<file path="src/rtl/parity_frame_tx_pkg.sv">
// Shared definitions for the parity frame transmitter: state encodings,
// frame length and the idle level of the serial line.
package parity_frame_tx_pkg;

    typedef enum logic [2:0] {
        ST_IDLE   = 3'd0,
        ST_START  = 3'd1,
        ST_DATA   = 3'd2,
        ST_PARITY = 3'd3,
        ST_STOP   = 3'd4
    } state_t;

    localparam int   FRAME_BITS = 7;
    localparam logic LINE_IDLE  = 1'b1;

endpackage

</file>
<file path="src/rtl/gen_even.sv">
// 4-bit even-parity generator: e makes the total count of ones in {a,b,c,d,e} even.
module gen_even (
    input  logic a,
    input  logic b,
    input  logic c,
    input  logic d,
    output logic e
);

    assign e = a ^ b ^ c ^ d;

endmodule

</file>
<file path="src/rtl/parity_frame_tx.sv">
// Serial frame transmitter: start bit, 4 data bits MSB first, parity bit, stop bit.
// The nibble and its parity are captured at the valid/ready handshake.
module parity_frame_tx
    import parity_frame_tx_pkg::*;
#(
    parameter int CLKS_PER_BIT = 4,
    parameter int ODD_PARITY   = 0
) (
    input  logic       clk,
    input  logic       rst,
    input  logic       in_valid,
    output logic       in_ready,
    input  logic [3:0] in_data,
    output logic       tx,
    output logic       busy,
    output logic       done,
    output logic [7:0] frame_cnt
);

    localparam logic [7:0] BAUD_LAST = 8'(CLKS_PER_BIT - 1);
    localparam logic       ODD_BIT   = (ODD_PARITY != 0);

    state_t     state_reg, state_next;
    logic [7:0] baud_reg, baud_next;
    logic [1:0] bit_reg, bit_next;
    logic [3:0] shift_reg, shift_next;
    logic       parity_reg, parity_next;
    logic [7:0] cnt_reg, cnt_next;
    logic       tx_reg, tx_next;
    logic       busy_reg;
    logic       par_even;
    logic       last_baud;

    gen_even u_gen_even (
        .a (in_data[3]),
        .b (in_data[2]),
        .c (in_data[1]),
        .d (in_data[0]),
        .e (par_even)
    );

    always_comb begin
        state_next  = state_reg;
        baud_next   = baud_reg;
        bit_next    = bit_reg;
        shift_next  = shift_reg;
        parity_next = parity_reg;
        cnt_next    = cnt_reg;
        last_baud   = (baud_reg == BAUD_LAST);

        case (state_reg)
            ST_IDLE: begin
                // in_data is only looked at on a real transfer, so X elsewhere never reaches tx.
                if (in_valid) begin
                    state_next  = ST_START;
                    baud_next   = '0;
                    bit_next    = '0;
                    shift_next  = in_data;
                    parity_next = par_even ^ ODD_BIT;
                end
            end
            ST_START: begin
                if (last_baud) begin
                    state_next = ST_DATA;
                    baud_next  = '0;
                end else begin
                    baud_next = baud_reg + 8'd1;
                end
            end
            ST_DATA: begin
                if (last_baud) begin
                    baud_next = '0;
                    if (bit_reg == 2'd3) begin
                        state_next = ST_PARITY;
                    end else begin
                        bit_next   = bit_reg + 2'd1;
                        shift_next = {shift_reg[2:0], 1'b0};
                    end
                end else begin
                    baud_next = baud_reg + 8'd1;
                end
            end
            ST_PARITY: begin
                if (last_baud) begin
                    state_next = ST_STOP;
                    baud_next  = '0;
                end else begin
                    baud_next = baud_reg + 8'd1;
                end
            end
            ST_STOP: begin
                if (last_baud) begin
                    state_next = ST_IDLE;
                    baud_next  = '0;
                    cnt_next   = cnt_reg + 8'd1;
                end else begin
                    baud_next = baud_reg + 8'd1;
                end
            end
            default: begin
                state_next = ST_IDLE;
                baud_next  = '0;
            end
        endcase

        // tx is registered, so it is derived from where the FSM goes next.
        case (state_next)
            ST_START:  tx_next = 1'b0;
            ST_DATA:   tx_next = shift_next[3];
            ST_PARITY: tx_next = parity_next;
            default:   tx_next = LINE_IDLE;
        endcase
    end

    always_ff @(posedge clk) begin
        if (rst) begin
            state_reg  <= ST_IDLE;
            baud_reg   <= '0;
            bit_reg    <= '0;
            shift_reg  <= '0;
            parity_reg <= 1'b0;
            cnt_reg    <= '0;
            tx_reg     <= LINE_IDLE;
            busy_reg   <= 1'b0;
        end else begin
            state_reg  <= state_next;
            baud_reg   <= baud_next;
            bit_reg    <= bit_next;
            shift_reg  <= shift_next;
            parity_reg <= parity_next;
            cnt_reg    <= cnt_next;
            tx_reg     <= tx_next;
            busy_reg   <= (state_next != ST_IDLE);
        end
    end

    assign in_ready  = (state_reg == ST_IDLE) && !rst;
    assign done      = (state_reg == ST_STOP) && (baud_reg == BAUD_LAST);
    assign tx        = tx_reg;
    assign busy      = busy_reg;
    assign frame_cnt = cnt_reg;

endmodule

</file>
<file path="config.mk">
export PLATFORM = sky130hd
export DESIGN_NAME = parity_frame_tx
export DESIGN_NICKNAME = d
export VERILOG_FILES = /design/src/rtl/parity_frame_tx_pkg.sv /design/src/rtl/gen_even.sv /design/src/rtl/parity_frame_tx.sv
export SDC_FILE = /design/constraint.sdc
export NUM_CORES = 1
export LEC_CHECK = 0
export ABC_AREA = 1
export CAP_MARGIN = 20
export CORE_ASPECT_RATIO = 0.6
export CORE_MARGIN = 3
export CORE_UTILIZATION = 48
export CTS_CLUSTER_DIAMETER = 200
export DETAILED_ROUTE_END_ITERATION = 12
export HOLD_SLACK_MARGIN = 0.02
export PLACE_DENSITY = 0.78
export SKIP_LAST_GASP = 1
export SLEW_MARGIN = 20
export SYNTH_ARGS = -nofsm -noshare
export SYNTH_HDL_FRONTEND = slang
export SYNTH_SLANG_ARGS = --single-unit
</file>
<file path="constraint.sdc">
create_clock -name clk -period 4.5 [get_ports clk]
set_input_delay 1.35 -clock clk [delete_from_list [all_inputs] [get_ports clk]]
set_output_delay 1.35 -clock clk [all_outputs]
set_load 0.03 [all_outputs]
</file>
Figure 1. Signal wires by layer.
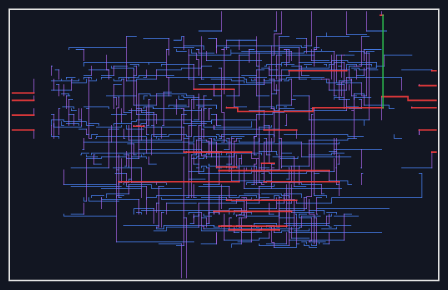
legend:
  metal 1:
    colour: blue
    wire_length: 1650 um
  metal 3:
    colour: red
    wire_length: 218 um
  metal 2:
    colour: purple
    wire_length: 1110 um
  metal 4:
    colour: green
    wire_length: 17.0 um

Figure 2. Register map, names as in the netlist.
Other sequential cells in the stronger grey, the rest of the logic in the fainter grey.
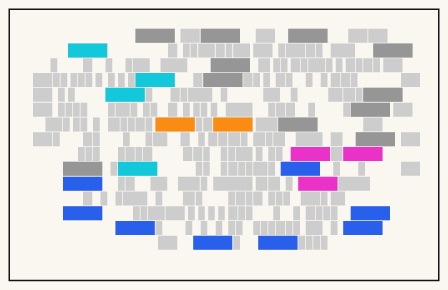
legend:
  bit_reg:
    colour: orange
    placed_flops: 2
  shift_reg:
    colour: cyan
    placed_flops: 4
  state_reg:
    colour: magenta
    placed_flops: 3
  baud_reg:
    colour: blue
    placed_flops: 8
not coloured: 11

==> Table 3: Implementation characteristics <==
Table: implementation figures

Parameter                              Value

Layout
  Area taken by flip-flops and latches    between 500 and 600 sq um
  Non-clock buffer area fraction after layout    approximately a tenth
  Flop count    28
  Most common cell after layout, fill and taps aside    nand2_1
  Area growth syn-to-layout    17.9%
  Inverters    32

Drt
  Count of unresolved DRC violations after routing    0

Global routing
  GRT Max-Usage Layer    met1
  Residual overflow from global routing    0
  Aggregate global-route resource usage    roughly 17%

Hold path
  Source of the worst hold timing path    shift_reg[0]$_SDFFE_PP0P_

Floorplanning
  Pre-Place Util    51.6%
  Total number of placement rows    15

Logic synthesis
  Commonest cells in the synthesized netlist    65 x nand2_1, 34 x nor2_1, 28 x dfxtp_1, 28 x inv_1
  Register bit total from synthesis    28
  Yosys adder share    roughly 2.5%
  FFs w/ async S/R, synth    0%

Power and ir drop
  Clock share of power    a little under 30%
  Power share of the combinational group    around 14%
  Share of power burned in registers    roughly 57%
  Worst IR drop on VDD    roughly 0.12 mV

Clock tree
  Source-to-sink clock delay at the later pin of the worst-skew pair    about 0.27 ns
  CTS tree    done
  Clock Tree Root    clkbuf_8

Placed design
  Final weighted congestion in routability-driven placement    0.879

Critical path
  Endpoint of the worst-slack reg-to-reg timing path    busy$_SDFF_PP0_

Run status
  Status    finished clean
Power is estimated from default activity; no workload was simulated.
